Figure 1. The metal 1 layer.
Drawn at 8 px/um. Supply wires on this layer in gray.
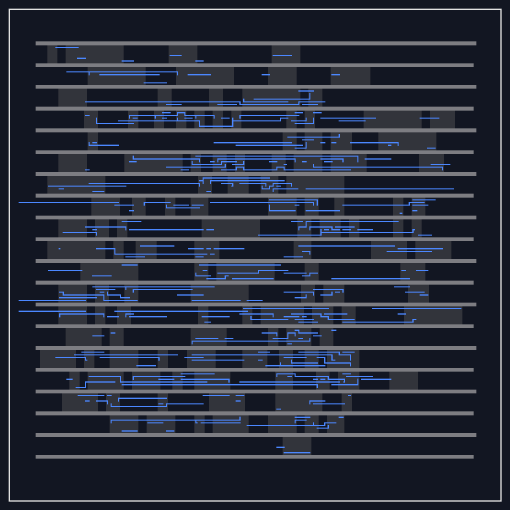
Figure 2. Signal wires on met2.
Drawn at 8 px/um.
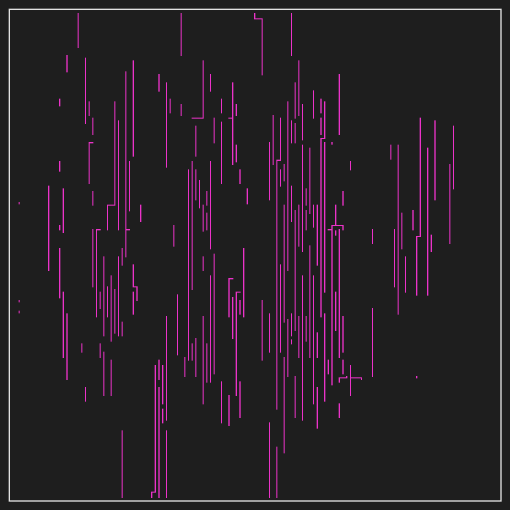
Figure 3. Signal wires on met3.
Drawn at 10 px/um.
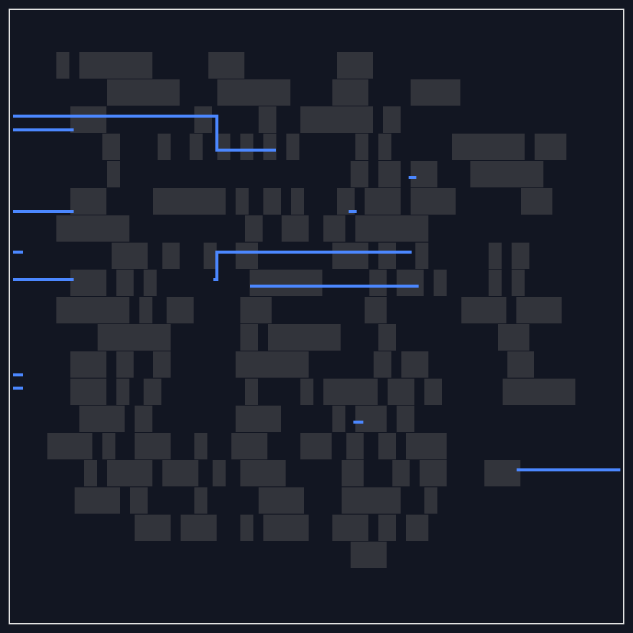
## config.mk

```make
export PLATFORM = sky130hd
export DESIGN_NAME = onehot_phase_seq_flat
export DESIGN_NICKNAME = d
export VERILOG_FILES = /design/src/rtl/ohseq_pkg.sv /design/src/rtl/onehot_phase_seq_if.sv /design/src/rtl/ohseq_dwell_cnt.sv /design/src/rtl/onehot_phase_seq.sv /design/src/flat_wrapper.sv
export SDC_FILE = /design/constraint.sdc
export NUM_CORES = 1
export LEC_CHECK = 0
export CELL_PAD_IN_SITES_DETAIL_PLACEMENT = 1
export CELL_PAD_IN_SITES_GLOBAL_PLACEMENT = 2
export CORE_MARGIN = 3
export CORE_UTILIZATION = 30
export CTS_CLUSTER_DIAMETER = 30
export DETAILED_ROUTE_END_ITERATION = 7
export PLACE_DENSITY_LB_ADDON = 0.1
export SLEW_MARGIN = 25
export SYNTH_ARGS = -nofsm -noshare
export SYNTH_HDL_FRONTEND = slang
export SYNTH_SLANG_ARGS = --single-unit
```

## constraint.sdc

```tcl
create_clock -name clk -period 7.18 [get_ports clk]
set_input_delay 1.077 -clock clk [delete_from_list [all_inputs] [get_ports clk]]
set_output_delay 1.077 -clock clk [all_outputs]
set_load 0.005 [all_outputs]
```

## src/rtl/ohseq_pkg.sv

```systemverilog
// Shared defaults, phase index type and one-hot decode for the phase sequencer.
// Pure definitions: no latency, no flow control.
package ohseq_pkg;

  localparam int DEF_NUM_PHASES = 4;
  localparam int DEF_DWELL_W    = 4;
  localparam int MAX_PHASES     = 16;

  typedef logic [$clog2(MAX_PHASES)-1:0] phase_idx_t;

  // oh is LSB-aligned with P0 at bit n-1, so bit i decodes to phase n-1-i.
  function automatic phase_idx_t oh_to_idx(input logic [MAX_PHASES-1:0] oh, input int n);
    phase_idx_t idx;
    idx = '0;
    for (int i = 0; i < MAX_PHASES; i++) begin
      if (oh[i] && (i < n)) idx = phase_idx_t'(n - 1 - i);
    end
    return idx;
  endfunction

endpackage

```

## src/rtl/onehot_phase_seq_if.sv

```systemverilog
// Control/status bundle of the phase sequencer; master drives requests, slave is the sequencer.
// Plain wires, no latency; there is no backpressure on this bundle.
interface onehot_phase_seq_if
  import ohseq_pkg::*;
#(
  parameter int NUM_PHASES = DEF_NUM_PHASES,
  parameter int DWELL_W    = DEF_DWELL_W
);

  logic                          start;
  logic                          stop;
  logic                          mode_cont;
  logic [DWELL_W-1:0]            dwell;
  logic [NUM_PHASES-1:0]         SGlobal;
  logic [$clog2(NUM_PHASES)-1:0] phase_idx;
  logic                          busy;
  logic                          done;
  logic                          err;

  modport master (
    output start, stop, mode_cont, dwell,
    input  SGlobal, phase_idx, busy, done, err
  );

  modport slave (
    input  start, stop, mode_cont, dwell,
    output SGlobal, phase_idx, busy, done, err
  );

endinterface

```

## src/rtl/ohseq_dwell_cnt.sv

```systemverilog
// Per-phase dwell down-counter: load, decrement to zero, expire when zero.
// Load value visible the cycle after load; never stalls.
module ohseq_dwell_cnt
  import ohseq_pkg::*;
#(
  parameter int DWELL_W = DEF_DWELL_W
) (
  input  logic               clk,
  input  logic               reset,
  input  logic               load,
  input  logic               clr,
  input  logic [DWELL_W-1:0] load_val,
  output logic               expire
);

  logic [DWELL_W-1:0] cnt;

  always_ff @(posedge clk) begin
    if (reset || clr)      cnt <= '0;
    else if (load)         cnt <= load_val;
    else if (cnt != '0)    cnt <= cnt - 1'b1;
  end

  assign expire = (cnt == '0);

endmodule

```

## src/rtl/onehot_phase_seq.sv

```systemverilog
// One-hot phase sequencer P0(idle)..P(N-1), each active phase held dwell+1 cycles; stop aborts next edge.
// Optional sticky one-hot checker on err enabled by macro OHSEQ_ONEHOT_CHECK_EN (err tied 0 otherwise).
module onehot_phase_seq
  import ohseq_pkg::*;
#(
  parameter int NUM_PHASES = DEF_NUM_PHASES,
  parameter int DWELL_W    = DEF_DWELL_W
) (
  input  logic                clk,
  input  logic                reset,
  onehot_phase_seq_if.slave   io
);

  localparam int IDX_W = $clog2(NUM_PHASES);
  localparam logic [NUM_PHASES-1:0] P0    = {1'b1, {(NUM_PHASES-1){1'b0}}};
  localparam logic [NUM_PHASES-1:0] P1    = P0 >> 1;
  localparam logic [NUM_PHASES-1:0] PLAST = NUM_PHASES'(1);

  logic [NUM_PHASES-1:0] state;
  logic [NUM_PHASES-1:0] state_nxt;
  logic [MAX_PHASES-1:0] state_ext;
  logic [DWELL_W-1:0]    dwell_q;
  logic                  cont_q;
  logic                  done_q;
  logic                  legal;
  logic                  take_start;
  logic                  abort;
  logic                  expire;
  logic                  advance;

  assign legal      = $onehot(state);
  assign take_start = legal && (state == P0) && io.start && !io.stop;
  assign abort      = legal && (state != P0) && io.stop;
  assign advance    = legal && (state != P0) && !io.stop && expire;

  // Phase k+1 sits one bit below phase k, so stepping is a right shift.
  always_comb begin
    state_nxt = state;
    if (!legal)          state_nxt = P0;
    else if (take_start) state_nxt = P1;
    else if (abort)      state_nxt = P0;
    else if (advance)    state_nxt = (state == PLAST) ? (cont_q ? P1 : P0) : (state >> 1);
  end

  always_ff @(posedge clk) begin
    if (reset) begin
      state   <= P0;
      dwell_q <= '0;
      cont_q  <= 1'b0;
      done_q  <= 1'b0;
    end else begin
      state  <= state_nxt;
      done_q <= advance && (state == PLAST);
      if (take_start) begin
        dwell_q <= io.dwell;
        cont_q  <= io.mode_cont;
      end
    end
  end

  ohseq_dwell_cnt #(.DWELL_W(DWELL_W)) u_dwell_cnt (
    .clk      (clk),
    .reset    (reset),
    .load     (take_start || advance),
    .clr      (abort),
    .load_val (take_start ? io.dwell : dwell_q),
    .expire   (expire)
  );

`ifdef OHSEQ_ONEHOT_CHECK_EN
  logic err_q;

  always_ff @(posedge clk) begin
    if (reset)       err_q <= 1'b0;
    else if (!legal) err_q <= 1'b1;
  end

  assign io.err = err_q;
`else
  assign io.err = 1'b0;
`endif

  always_comb begin
    state_ext                   = '0;
    state_ext[NUM_PHASES-1:0]   = state;
  end

  assign io.SGlobal   = state;
  assign io.busy      = (state != P0);
  assign io.done      = done_q;
  assign io.phase_idx = IDX_W'(oh_to_idx(state_ext, NUM_PHASES));

endmodule

```

## src/flat_wrapper.sv

```systemverilog
// flat-port wrapper written by rule: the top's interface ports become plain ports
module onehot_phase_seq_flat import ohseq_pkg::*;
#(
  parameter int NUM_PHASES = DEF_NUM_PHASES,
  parameter int DWELL_W    = DEF_DWELL_W
)
  (clk, reset, io_start, io_stop, io_mode_cont, io_dwell, io_SGlobal, io_phase_idx, io_busy, io_done, io_err);
  onehot_phase_seq_if #(.NUM_PHASES(NUM_PHASES), .DWELL_W(DWELL_W)) io_i ();
  input  logic clk;
  input  logic reset;
  input wire logic [$bits(io_i.start)-1:0] io_start;
  input wire logic [$bits(io_i.stop)-1:0] io_stop;
  input wire logic [$bits(io_i.mode_cont)-1:0] io_mode_cont;
  input wire logic [$bits(io_i.dwell)-1:0] io_dwell;
  output wire logic [$bits(io_i.SGlobal)-1:0] io_SGlobal;
  output wire logic [$bits(io_i.phase_idx)-1:0] io_phase_idx;
  output wire logic [$bits(io_i.busy)-1:0] io_busy;
  output wire logic [$bits(io_i.done)-1:0] io_done;
  output wire logic [$bits(io_i.err)-1:0] io_err;
  assign io_i.start = io_start;
  assign io_i.stop = io_stop;
  assign io_i.mode_cont = io_mode_cont;
  assign io_i.dwell = io_dwell;
  assign io_SGlobal = io_i.SGlobal;
  assign io_phase_idx = io_i.phase_idx;
  assign io_busy = io_i.busy;
  assign io_done = io_i.done;
  assign io_err = io_i.err;
  onehot_phase_seq #(.NUM_PHASES(NUM_PHASES), .DWELL_W(DWELL_W)) u_core (.clk(clk), .reset(reset), .io(io_i));
endmodule
```

==> results.tsv <==
metric	value	unit
largest net degree at the start of global routing	13	
routed wl met3	98	um
R2R Setup Slk	4.25	ns
AO/OA Area Share	0.166	
Leakage	0.446	nW
CTS buffer count	3	
number of cells produced by synthesis	112	
die area	3760	sq um
xor/xnor share	0.0191	
Tmin final	3.10	ns
Final Power	0.000388	W
Setup violations, final	0	
Top logic family	simple AND/OR/NAND/NOR gates	
cell area after synthesis	917	sq um
cts repair resizes	0	
status	finished, final reports clean	
Die Wd	61.3	um
Latency at later pin	0.29	ns
RSZ-0062 raised after global routing	no	
Ys Warns	0	
initial antenna violation count	0	
critical setup path kind	reg -> out	
Synth Area in Simple Gates	0.277	
H-tree depth	1	
Final Hold Fails	0	
Worst slew margin	0.632	
nets	148	
Clock Tree Buf Depth	2	
adder share	0.158	
FP Util	0.324	
TritonCTS clock tree	done	
post-synth top area cell	dfxtp_1	
routed length on met2	1.11	mm
Yosys reg bits	14	
GRT met2 Usage	0.233	
IO Port Bufs	16	
die height	61.3	um
CP required	6.10	ns
Top Layer Used	met4	
Seq/Total Area, Yosys	0.306	
worst min path class	reg -> reg	
Post-synth area hogs	dfxtp_1 (31%), ha_1 (14%), nand2_1 (7.8%), a21oi_1 (4.4%), nand3_1 (3.8%)	
GR Util All Layers	0.145	
Async SR Flop Fraction	0	
Detailed Routing Iterations Pass 1	4	
io pins	18	
share of cells above drive strength 1	0.0945	
OpenROAD warning count	32	
CP delay by family, top	buffers and inverters	
CP Max Fanout	8	
syn nets	132	
crit path cell chain	inv_1 -> ha_1 -> and2_1 -> inv_1 -> clkdlybuf4s50_1	
Final TNS setup	0	ns
pins over their slew limit	0	
wire length on met1	1.12	mm
crit end category	primary output	
worst-margin pin slew	0.550	ns
post-synth tally of flip-flops with integrated enable	0	
most frequent cell after synthesis	nand2_1	
GRT Residual Overflow	0	
mux share	0.0109	
gpl congestion	0.764	
DP HPWL	1.94	mm
drt initial violations	20	
first-pass GRT wire length	3.93	mm
Period Utilization, post-route	0.432	
site row count	19	
# diodes	0	
Synth cell types	37	
WL/cell	14.9	um
top cells by count	nand2_1 (19), dfxtp_1 (14), ha_1 (10), a21oi_1 (8)	
Final Skew	0.00440	ns
Gate Area	583	sq um
## Picture notes: Figure 1
wire length on this layer = 1120 um
nets with wire on the layer = 126
Detailed Route WL: 2.36 mm
met1 Use GR: 0.185
Via Count: 819

## Picture notes: Figure 2
wire length on this layer = 1110 um
main direction = vertical

## Picture notes: Figure 3
longest straight run = 20.2 um
wire length on this layer = 98.8 um
share of all routed wire = 4.2%
nets with wire on the layer = 11
main direction = horizontal

-- through the flow --
stage	instance area, sq um	std cells	hold slack (ns)	worst slack (ns)	utilization
2_1_floorplan	917	112	0.437	4.60	-
3_3_place_gp	1090	154	0.451	4.30	0.385
3_5_place_dp	1090	154	0.458	4.26	0.385
4_1_cts	1120	158	0.474	4.03	0.398
5_1_grt	1120	158	0.500	3.92	0.398
6_report	1120	158	0.466	4.08	0.398
-- registers in the layout, indices dropped and copies added, names as in the netlist --
name                    flops
u_core.cont_q               1
u_core.dwell_q              4
u_core.io.SGlobal           4
u_core.io.done              1
u_core.u_dwell_cnt.cnt      4
-- layout by cell type (no fill, tap or decap), types with 2 or more instances in the layout --
cell type / synthesis / routed
nand2_1: 19 / 19
clkdlybuf4s50_1: 0 / 16
dfxtp_1: 14 / 14
ha_1: 10 / 10
a21oi_1: 8 / 8
inv_1: 7 / 7
nand3_1: 7 / 7
o21ai_0: 6 / 6
nor3_1: 5 / 5
nor2_1: 4 / 4
a31oi_1: 3 / 3
clkbuf_4: 0 / 3
xor2_1: 2 / 2
-- path summary, 6_finish.rpt --
check	start	end	cells past startpoint
hold reg to reg	u_core.dwell_q[0]	u_core.dwell_q[0]	2
setup reg to reg	u_core.io.SGlobal[2]	u_core.u_dwell_cnt.cnt[2]	8
setup / recovery	u_core.io.SGlobal[2]	io_busy	5
hold / removal	u_core.dwell_q[0]	u_core.dwell_q[0]	2
-- power by group --
group	switching [W]	internal [W]
logic	0.000121	0.0000937
clock network	0.0000282	0.0000309
registers	0.0000184	0.0000958
total	0.000167	0.000220
-- final cells by class --
cell class | count | share of cell area
sequential | 14 | 0.249
clock buffer | 4 | 0.0323
timing repair buffer | 16 | 0.142
inverter | 7 | 0.0234
tap | 31 | 0.0345
multi-input combinational | 86 | 0.518
Power figures rest on the tool's default switching activity, not on a simulated workload.
